## src/rtl/store_fwd_unit_pkg.sv

```systemverilog
// Shared opcodes, forwarding-source encoding and helpers for the store forwarding unit.
package store_fwd_unit_pkg;

    localparam logic [6:0] OP_STYPE = 7'b0100011;
    localparam logic [6:0] OP_LOAD  = 7'b0000011;

    typedef enum logic [1:0] {
        SEL_RF   = 2'd0,
        SEL_WB   = 2'd1,
        SEL_HIST = 2'd2
    } din_sel_e;

    // Loads and stores in MEM both need the rs2 value forwarded.
    function automatic logic is_mem_op(input logic [6:0] op);
        return (op == OP_STYPE) || (op == OP_LOAD);
    endfunction

endpackage

```

## src/rtl/store_fwd_unit_if.sv

```systemverilog
// Bundle of WB/MEM/hazard-detection fields and store-data outputs of store_fwd_unit.
// FWD_PERF_EN adds the fwd_count output.
interface store_fwd_unit_if #(
    parameter int XLEN = 32
);
    logic            stall_MEM;
    logic            RF_write_WB;
    logic [4:0]      write_addr;
    logic [XLEN-1:0] wb_data;
    logic [6:0]      opcode_MEM;
    logic [4:0]      Read_addr_2_MEM;
    logic [XLEN-1:0] rs2_data_MEM;
    logic [6:0]      opcode_EX;
    logic [4:0]      rd_EX;
    logic [4:0]      rs1_ID;
    logic [4:0]      rs2_ID;
    logic [6:0]      opcode_ID;
    logic [XLEN-1:0] D_in;
    logic [1:0]      D_in_sel;
    logic            load_use_stall;
`ifdef FWD_PERF_EN
    logic [31:0]     fwd_count;
`endif

    modport master (
        output stall_MEM, RF_write_WB, write_addr, wb_data,
        output opcode_MEM, Read_addr_2_MEM, rs2_data_MEM,
        output opcode_EX, rd_EX, rs1_ID, rs2_ID, opcode_ID,
`ifdef FWD_PERF_EN
        input  fwd_count,
`endif
        input  D_in, D_in_sel, load_use_stall
    );

    modport slave (
        input  stall_MEM, RF_write_WB, write_addr, wb_data,
        input  opcode_MEM, Read_addr_2_MEM, rs2_data_MEM,
        input  opcode_EX, rd_EX, rs1_ID, rs2_ID, opcode_ID,
`ifdef FWD_PERF_EN
        output fwd_count,
`endif
        output D_in, D_in_sel, load_use_stall
    );

endinterface

```

## src/rtl/store_fwd_unit_fwd_hist_buf.sv

```systemverilog
// Writeback history captured while MEM is frozen: shift-in at hist[0], bulk clear,
// newest-first lookup by register index.
module fwd_hist_buf
    import store_fwd_unit_pkg::*;
#(
    parameter int XLEN  = 32,
    parameter int DEPTH = 2
) (
    input  logic            clk,
    input  logic            rst,
    input  logic            clr,
    input  logic            push,
    input  logic [4:0]      push_addr,
    input  logic [XLEN-1:0] push_data,
    input  logic [4:0]      lookup_addr,
    output logic            hit,
    output logic [XLEN-1:0] hit_data
);

    logic [DEPTH-1:0] vld;
    logic [4:0]       addr [DEPTH];
    logic [XLEN-1:0]  data [DEPTH];

    always_ff @(posedge clk) begin
        if (rst || clr) begin
            vld <= '0;
        end else if (push) begin
            for (int i = DEPTH - 1; i > 0; i--) vld[i] <= vld[i-1];
            vld[0] <= 1'b1;
        end
    end

    // Payload carries no reset; validity alone decides whether an entry is used.
    always_ff @(posedge clk) begin
        if (push) begin
            for (int i = DEPTH - 1; i > 0; i--) begin
                addr[i] <= addr[i-1];
                data[i] <= data[i-1];
            end
            addr[0] <= push_addr;
            data[0] <= push_data;
        end
    end

    // Scan oldest to newest so the newest matching entry wins.
    always_comb begin
        hit      = 1'b0;
        hit_data = '0;
        for (int i = DEPTH - 1; i >= 0; i--) begin
            if (vld[i] && (addr[i] == lookup_addr)) begin
                hit      = 1'b1;
                hit_data = data[i];
            end
        end
    end

endmodule

```

## src/rtl/store_fwd_unit.sv

```systemverilog
// Store-data forwarding (live WB, then stall-time WB history) plus load-use stall FSM.
// FWD_PERF_EN adds a 32-bit forwarding-event counter.
module store_fwd_unit
    import store_fwd_unit_pkg::*;
#(
    parameter int XLEN  = 32,
    parameter int DEPTH = 2
) (
    input  logic             clk,
    input  logic             rst,
    store_fwd_unit_if.slave  bus
);

    localparam logic [0:0] IDLE   = 1'b0;
    localparam logic [0:0] BUBBLE = 1'b1;

    logic            fwd_en;
    logic            live_hit;
    logic            hist_push;
    logic            hist_hit;
    logic [XLEN-1:0] hist_data;
    din_sel_e        sel;
    logic [XLEN-1:0] din;
    logic            lu_hazard;
    logic [0:0]      state;
    logic [0:0]      state_nxt;

    assign fwd_en    = is_mem_op(bus.opcode_MEM) && (bus.Read_addr_2_MEM != 5'd0);
    assign live_hit  = bus.RF_write_WB && (bus.write_addr == bus.Read_addr_2_MEM);
    assign hist_push = bus.stall_MEM && bus.RF_write_WB && (bus.write_addr != 5'd0);

    fwd_hist_buf #(
        .XLEN  (XLEN),
        .DEPTH (DEPTH)
    ) u_hist (
        .clk         (clk),
        .rst         (rst),
        .clr         (!bus.stall_MEM),
        .push        (hist_push),
        .push_addr   (bus.write_addr),
        .push_data   (bus.wb_data),
        .lookup_addr (bus.Read_addr_2_MEM),
        .hit         (hist_hit),
        .hit_data    (hist_data)
    );

    always_comb begin
        sel = SEL_RF;
        din = bus.rs2_data_MEM;
        if (fwd_en && live_hit) begin
            sel = SEL_WB;
            din = bus.wb_data;
        end else if (fwd_en && hist_hit) begin
            sel = SEL_HIST;
            din = hist_data;
        end
    end

    assign bus.D_in     = din;
    assign bus.D_in_sel = sel;

    // A store's rs2 is covered by MEM forwarding, so only its rs1 can cause a load-use stall.
    assign lu_hazard = (bus.opcode_EX == OP_LOAD) && (bus.rd_EX != 5'd0) &&
                       ((bus.rd_EX == bus.rs1_ID) ||
                        ((bus.rd_EX == bus.rs2_ID) && (bus.opcode_ID != OP_STYPE)));

    always_comb begin
        state_nxt = state;
        case (state)
            IDLE:    if (lu_hazard)      state_nxt = BUBBLE;
            BUBBLE:  if (!bus.stall_MEM) state_nxt = IDLE;
            default: state_nxt = IDLE;
        endcase
    end

    always_ff @(posedge clk) begin
        if (rst) state <= IDLE;
        else     state <= state_nxt;
    end

    assign bus.load_use_stall = (state == IDLE) && lu_hazard;

`ifdef FWD_PERF_EN
    logic [31:0] fwd_count;

    always_ff @(posedge clk) begin
        if (rst)                                fwd_count <= '0;
        else if (sel != SEL_RF && !bus.stall_MEM) fwd_count <= fwd_count + 32'd1;
    end

    assign bus.fwd_count = fwd_count;
`endif

endmodule

```

## src/flat_wrapper.sv

```systemverilog
// flat-port wrapper written by rule: the top's interface ports become plain ports
module store_fwd_unit_flat import store_fwd_unit_pkg::*;
#(
    parameter int XLEN  = 32,
    parameter int DEPTH = 2
)
  (clk, rst, bus_stall_MEM, bus_RF_write_WB, bus_write_addr, bus_wb_data, bus_opcode_MEM, bus_Read_addr_2_MEM, bus_rs2_data_MEM, bus_opcode_EX, bus_rd_EX, bus_rs1_ID, bus_rs2_ID, bus_opcode_ID, bus_D_in, bus_D_in_sel, bus_load_use_stall);
  store_fwd_unit_if #(.XLEN(XLEN)) bus_i ();
  input  logic clk;
  input  logic rst;
  input wire logic [$bits(bus_i.stall_MEM)-1:0] bus_stall_MEM;
  input wire logic [$bits(bus_i.RF_write_WB)-1:0] bus_RF_write_WB;
  input wire logic [$bits(bus_i.write_addr)-1:0] bus_write_addr;
  input wire logic [$bits(bus_i.wb_data)-1:0] bus_wb_data;
  input wire logic [$bits(bus_i.opcode_MEM)-1:0] bus_opcode_MEM;
  input wire logic [$bits(bus_i.Read_addr_2_MEM)-1:0] bus_Read_addr_2_MEM;
  input wire logic [$bits(bus_i.rs2_data_MEM)-1:0] bus_rs2_data_MEM;
  input wire logic [$bits(bus_i.opcode_EX)-1:0] bus_opcode_EX;
  input wire logic [$bits(bus_i.rd_EX)-1:0] bus_rd_EX;
  input wire logic [$bits(bus_i.rs1_ID)-1:0] bus_rs1_ID;
  input wire logic [$bits(bus_i.rs2_ID)-1:0] bus_rs2_ID;
  input wire logic [$bits(bus_i.opcode_ID)-1:0] bus_opcode_ID;
  output wire logic [$bits(bus_i.D_in)-1:0] bus_D_in;
  output wire logic [$bits(bus_i.D_in_sel)-1:0] bus_D_in_sel;
  output wire logic [$bits(bus_i.load_use_stall)-1:0] bus_load_use_stall;
  assign bus_i.stall_MEM = bus_stall_MEM;
  assign bus_i.RF_write_WB = bus_RF_write_WB;
  assign bus_i.write_addr = bus_write_addr;
  assign bus_i.wb_data = bus_wb_data;
  assign bus_i.opcode_MEM = bus_opcode_MEM;
  assign bus_i.Read_addr_2_MEM = bus_Read_addr_2_MEM;
  assign bus_i.rs2_data_MEM = bus_rs2_data_MEM;
  assign bus_i.opcode_EX = bus_opcode_EX;
  assign bus_i.rd_EX = bus_rd_EX;
  assign bus_i.rs1_ID = bus_rs1_ID;
  assign bus_i.rs2_ID = bus_rs2_ID;
  assign bus_i.opcode_ID = bus_opcode_ID;
  assign bus_D_in = bus_i.D_in;
  assign bus_D_in_sel = bus_i.D_in_sel;
  assign bus_load_use_stall = bus_i.load_use_stall;
  store_fwd_unit #(.XLEN(XLEN), .DEPTH(DEPTH)) u_core (.clk(clk), .rst(rst), .bus(bus_i));
endmodule
```

## config.mk

```make
export PLATFORM = sky130hd
export DESIGN_NAME = store_fwd_unit_flat
export DESIGN_NICKNAME = d
export VERILOG_FILES = /design/src/rtl/store_fwd_unit_pkg.sv /design/src/rtl/store_fwd_unit_if.sv /design/src/rtl/store_fwd_unit_fwd_hist_buf.sv /design/src/rtl/store_fwd_unit.sv /design/src/flat_wrapper.sv
export SDC_FILE = /design/constraint.sdc
export NUM_CORES = 1
export LEC_CHECK = 0
export CAP_MARGIN = 20
export CORE_MARGIN = 4
export CORE_UTILIZATION = 43
export CTS_BUF_LIST = sky130_fd_sc_hd__clkbuf_4 sky130_fd_sc_hd__clkbuf_8 sky130_fd_sc_hd__clkbuf_16
export DETAILED_ROUTE_END_ITERATION = 12
export HOLD_SLACK_MARGIN = 0.08
export PLACE_DENSITY = 0.88
export RECOVER_POWER = 25
export SYNTH_ARGS = -nofsm -noshare
export SYNTH_HDL_FRONTEND = slang
export SYNTH_SLANG_ARGS = --single-unit
```

## constraint.sdc

```tcl
create_clock -name clk -period 3.4 [get_ports clk]
set_input_delay 0.34 -clock clk [delete_from_list [all_inputs] [get_ports clk]]
set_output_delay 0.34 -clock clk [all_outputs]
set_load 0.005 [all_outputs]
```

==> run_1/clock_wires.png <==
Scale: 6 px per um.
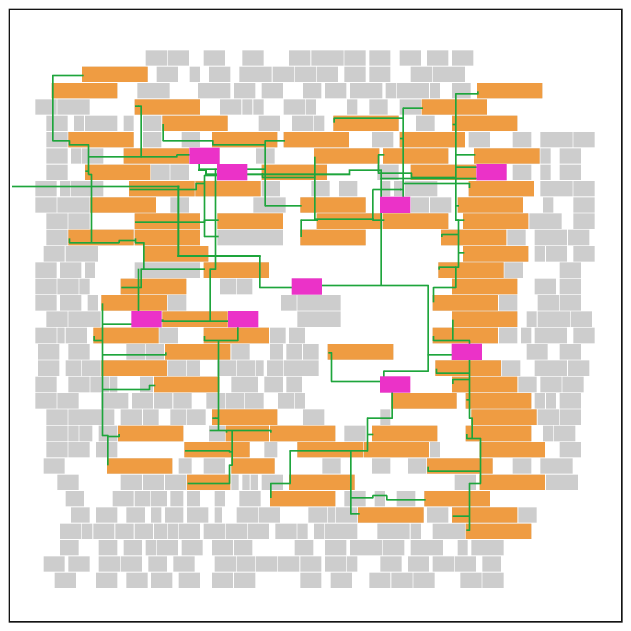
Key: clock wires = green [length 884 um]; flip-flops = orange [count 77]; clock-net drivers = magenta [count 9]
There are 10 routed clock nets.

==> run_1/class_map.png <==
Scale: 4 px per um. Fill, decap, tap and diode cells in gray.
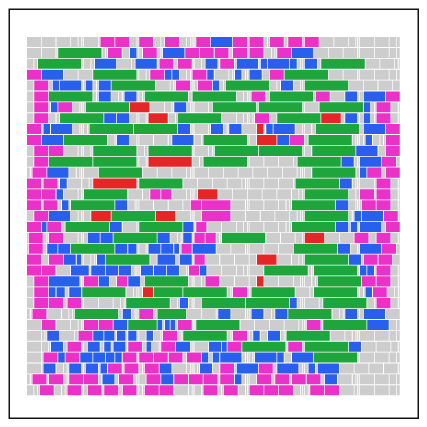
Key: remaining logic cells = blue [cells 160]; remaining buffers and delay cells = magenta [cells 159]; clock drivers and dummy loads = red [cells 14]; registers = green [cells 77]

==> deck_impl_summary.md, run 1 <==
Synthesis and Place & Route Summary

Outcome
  – Status: completed

Cells and area
  – Layout overhead on the synthesized area: 48.03%
  – Final cell count without fillers: 515
  – Largest registers: u_core.u_hist.data x64, u_core.u_hist.addr x10, u_core.u_hist.vld x2
  – Max FFs per register: 64

Worst hold path
  – Worst hold path class: register to register

Die
  – Ports: about 150
  – DIE AREA: 10370 sq um

Clocking
  – Clock Tree Buf Depth: 2
  – H-tree depth: 3
  – CTS tree: built
  – Clock sink count: between 70 and 80
  – Post-CTS sizing: 0

Placement
  – Placed instance area: 5405 sq um
  – Placed cell count: approximately 500
  – Port bufs: approximately 150
  – DP Wirelength: approximately 7 mm

Run
  – Log Warnings: 27

Timing
  – Slew headroom: 34.16%
  – Setup Viol. Count Final: 0
  – Slew Viols, Final: 0
  – Hold Violations, Final: 0
  – Worst slew pin tran: 0.9876 ns
  – Unrepaired setup endpoints after global routing: false

Power
  – P_int: between 1.5 and 2 mW
  – Clock network fraction of design power: 33.8%

Synthesis
  – Post-synthesis async set-or-reset flop share: 0%
  – Area share, top type: 58.67%
  – Synthesized area: 3787 sq um
  – Synth Register Bits: roughly 77
  – Largest cells by area: edfxtp_1 59%, a2bb2oi_2 12%, o221ai_1 7.4%
  – Number of enable flip-flop cells: about 74

Global routing
  – Vias in the first global route: 2929
  – Gr usage total: 18.26%
  – Largest net degree at the start of global routing: between 70 and 80

Critical path
  – Setup crit end kind: output port

Route
  – Router iterations before antenna repair: 4
  – Total wire length: about 9.5 mm
  – Via/cell ratio: 5.596
  – DR iter-0 viols: around 160
  – Via count: 2882
==> run_1/floorplan.png <==
Scale: 4 px per um. Pins as bars on the die edge.
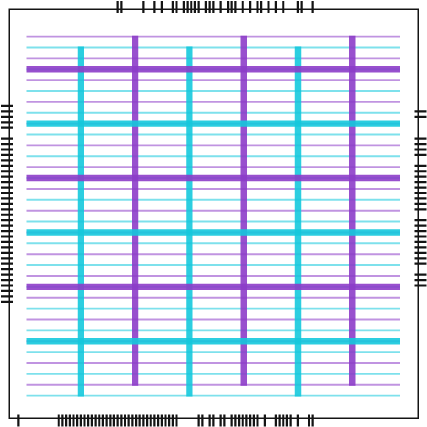
Key: VSS = cyan; VDD = purple
6 straps on met4. 34 met1 rails follow the rows. The core has 33 rows. 6 straps on met5. 149 signal pins sit on the boundary.

==> run_1/ff_map.png <==
Scale: 4 px per um. Other sequential cells in the stronger gray, the rest of the logic in the fainter gray.
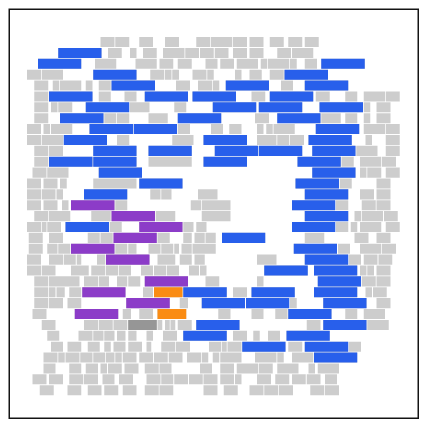
Key: u_core.u_hist.data = blue [flops 64]; u_core.u_hist.addr = purple [flops 10]; u_core.u_hist.vld = orange [flops 2]

## run 1: logic make-up (layout without fill, tap and decap cells)
| group | Yosys count | after routing | share of synthesized area (%) |
|---|---|---|---|
| xor gates and xnor gates | 25 | 25 | 5.781 |
| buffers and inverters | 21 | 173 | 2.940 |
| and+or+nand+nor | 31 | 31 | 5.055 |
| muxes | 1 | 1 | 0.2643 |
| DFF | 77 | 77 | 60.26 |
| AOI/OAI and AO/OA | 103 | 103 | 25.70 |
## run 1: critical path, stage by stage
cell and delay, ns:
clkdlybuf4s50_1 0.52, or4_1 0.56, nor2_1 0.11, or4_1 0.23, buf_4 0.36, a21oi_1 0.10, a2bb2oi_2 0.14, clkdlybuf4s50_1 0.52
## run 1: power groups by stage
stage          clock network (mW)  registers [mW]  logic [mW]
5_1_grt                     0.775            1.12       0.309
2_1_floorplan                   0            1.13      0.0926
3_5_place_dp                    0            1.14       0.296
6_report                    0.718            1.12       0.290
4_1_cts                     0.729            1.12       0.298
3_3_place_gp                    0            1.13       0.289
## run 1: worst paths after layout
path | from | to | slack [ns] | cells after the start
setup / recovery | bus_Read_addr_2_MEM[3] | bus_D_in[9] | 0.19 | 8
hold / removal | u_core.u_hist.data[0][25]$_DFFE_PP_ | u_core.u_hist.data[0][57]$_DFFE_PP_ | 0.45 | 0
setup reg to reg | u_core.state$_SDFF_PP0_ | u_core.state$_SDFF_PP0_ | 2.40 | 4
hold reg to reg | u_core.u_hist.data[0][25]$_DFFE_PP_ | u_core.u_hist.data[0][57]$_DFFE_PP_ | 0.45 | 0
## run 1: cell usage in the layout, fill, tap and decap left out
| cell | instances |
|---|---|
| nor4b_1 | 1 |
| nand3_2 | 1 |
| or4_1 | 3 |
| a2bb2oi_2 | 30 |
| o311a_4 | 1 |
| nand2b_1 | 1 |
| mux2i_1 | 1 |
| nor4_2 | 2 |
| and3_1 | 1 |
| nor2_1 | 6 |
| clkdlybuf4s50_1 | 125 |
| a21oi_1 | 33 |
| dlygate4sd3_1 | 22 |
| nand4_1 | 2 |
| nand2_1 | 2 |
| xor2_1 | 14 |
| buf_4 | 10 |
| o21ba_1 | 1 |
| a21oi_4 | 1 |
| clkbuf_8 | 9 |
| nand4b_1 | 1 |
| a2bb2oi_1 | 3 |
| buf_12 | 2 |
| nor4_1 | 1 |
| edfxtp_1 | 74 |
| o211ai_1 | 2 |
| xnor2_1 | 11 |
| clkinvlp_4 | 1 |
| nand3_1 | 2 |
| dfxtp_1 | 3 |
| or2_1 | 1 |
| nor3_1 | 4 |
| o221ai_1 | 32 |
| and2_1 | 2 |
| or3_1 | 1 |
| clkinv_2 | 2 |
| bufinv_16 | 2 |
## run 1: routing by layer
| layer | wire length, um | track usage, % |
|---|---|---|
| met1 | 3942 | 22.35 |
| met2 | 5056 | 33.05 |
| met3 | 529 | 4.437 |
| met4 | 11 | 3.633 |
| met5 | 0 | 0 |
## run 1: final cells by class
class	instances	area (sq um)	share of cell area (%)
sequential	77	2282	40.71
clock buffer	9	123.9	2.209
multi-input combinational	160	1405	25.06
timing repair buffer	159	1587	28.30
clock inverter	5	77.57	1.384
tap	105	131.4	2.343
==> run_1/congestion_map.png <==
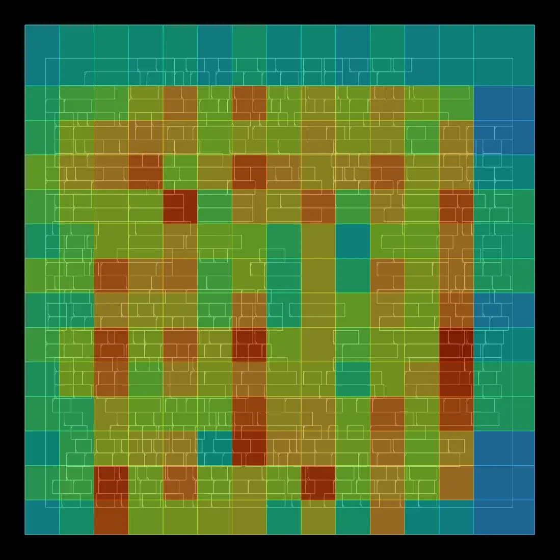

==> run 2: changes to the inputs <==
--- a/config.mk
+++ b/config.mk
@@ -11,6 +11,7 @@
 export CTS_BUF_LIST = sky130_fd_sc_hd__clkbuf_4 sky130_fd_sc_hd__clkbuf_8 sky130_fd_sc_hd__clkbuf_16
 export DETAILED_ROUTE_END_ITERATION = 12
 export HOLD_SLACK_MARGIN = 0.08
+export MAX_ROUTING_LAYER = met4
 export PLACE_DENSITY = 0.88
 export RECOVER_POWER = 25
 export SYNTH_ARGS = -nofsm -noshare
==> run_2/congestion_map.png <==
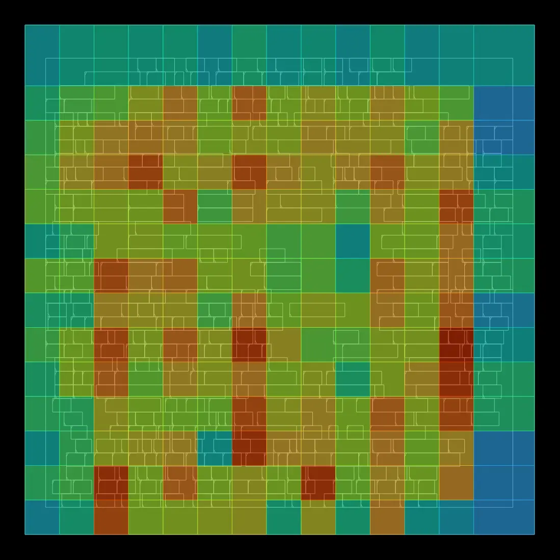
GR Layer Usage met2: 32.95%
GRT met3 Usage: 4.915%
Routed WL per cell: 18.56 um

==> run_2/class_map.png <==
Scale: 4 px per um. Fill, decap, tap and diode cells in gray.
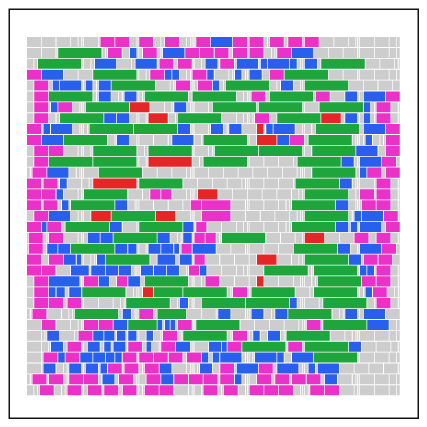
Key: registers = green [cells 77]; remaining logic cells = blue [cells 160]; clock drivers and dummy loads = red [cells 14]; remaining buffers and delay cells = magenta [cells 159]

==> run 2 against run 1 <==
Compared with the run above: routed wire length is 0.18% higher; cell area stayed put; global-route usage is 0.57 points higher; worst setup slack worse by 0.0024 ns; synthesized cell count stayed put; clock skew is 0.00061 ns higher; combinational power hardly changed; sequential power hardly changed; sequential cell count stayed put; critical path depth stayed put; synthesized area stayed put; die size stayed put.
==> deck_impl_summary.md, run 2 <==
Synthesis and Place & Route Summary

Synthesis
  – Area share, top type: about three fifths
  – XOR/XNOR Area Share: 5.781%
  – Compound-cell area share of the yosys netlist: 25.70%
  – Largest cells by area: edfxtp_1 59%, a2bb2oi_2 12%, o221ai_1 7.4%
  – Area fraction in mux cells: 0.2643%

Global routing
  – Largest net degree at the start of global routing: 77
  – Gr usage total: 18.83%

Clocking
  – CTS tree: built
  – H-tree depth: 3
  – Post-CTS sizing: 0

Critical path
  – Worst path buffer plus inverter count: 3
  – Setup crit end kind: output port
  – CP max stage delay: roughly 0.56 ns

Cells and area
  – Final cell count without fillers: 515
  – FF+latch area: roughly 2300 sq um

Route
  – Total wire length: 9.556 mm
  – Via count: between 2000 and 3000
  – Via/cell ratio: between 5 and 6

Placement
  – Port bufs: approximately 150

Outcome
  – Status: completed

Timing
  – Unrepaired setup endpoints after global routing: false

Worst hold path
  – Worst hold start: u_core.u_hist.data[0][2]$_DFFE_PP_
## run 2: cell count changes in the layout (fill, tap and decap cells not counted)
cell / change
dlygate4sd3_1: +2
clkdlybuf4s50_1: -2
## run 2: final cells by class
cell class | count | area share, %
Multi-Input combinational cell | 160 | 25.06
Clock buffer | 9 | 2.209
Timing Repair Buffer | 159 | 28.30
Sequential cell | 77 | 40.71
Tap cell | 105 | 2.343
Clock inverter | 5 | 1.384
## run 2: cells by family (layout without fill, tap and decap cells)
kind of cell	after synthesis	count (layout)
and+or+nand+nor	31	31
buffers and inverters	21	173
muxes	1	1
xor gates and xnor gates	25	25
AOI/OAI and AO/OA	103	103
DFF	77	77
## run 2: worst paths after layout
kind	endpoint	slack [ns]	cells past startpoint
max	bus_D_in[9]	0.18	8
max reg2reg	u_core.state$_SDFF_PP0_	2.40	4
min reg2reg	u_core.u_hist.data[0][34]$_DFFE_PP_	0.45	0
min	u_core.u_hist.data[0][34]$_DFFE_PP_	0.45	0
## run 2: metal layers
metal,GRT usage (%),part of all wire [%],up-vias
li1,-,-,1367
met1,22.52,41,1408
met2,32.95,53,99
met3,4.915,5.8,3
met4,2.725,0.25,0
met5,-,0,-
## run 2: where the power goes
group | leakage (nW) | internal [mW] | switching, mW
Clock | 0.101 | 0.403 | 0.316
Combinational | 1.11 | 0.191 | 0.0983
Sequential | 0.718 | 1.10 | 0.0216
## run 2: stage by stage
stage | cell area, sq um | utilization, %
floorplan | 3787 | -
global placement | 5405 | 64.49
detailed placement | 5405 | 64.49
CTS | 5607 | 66.89
global route | 5607 | 66.89
finish | 5607 | 66.89
Power is estimated from default activity; no workload was simulated.
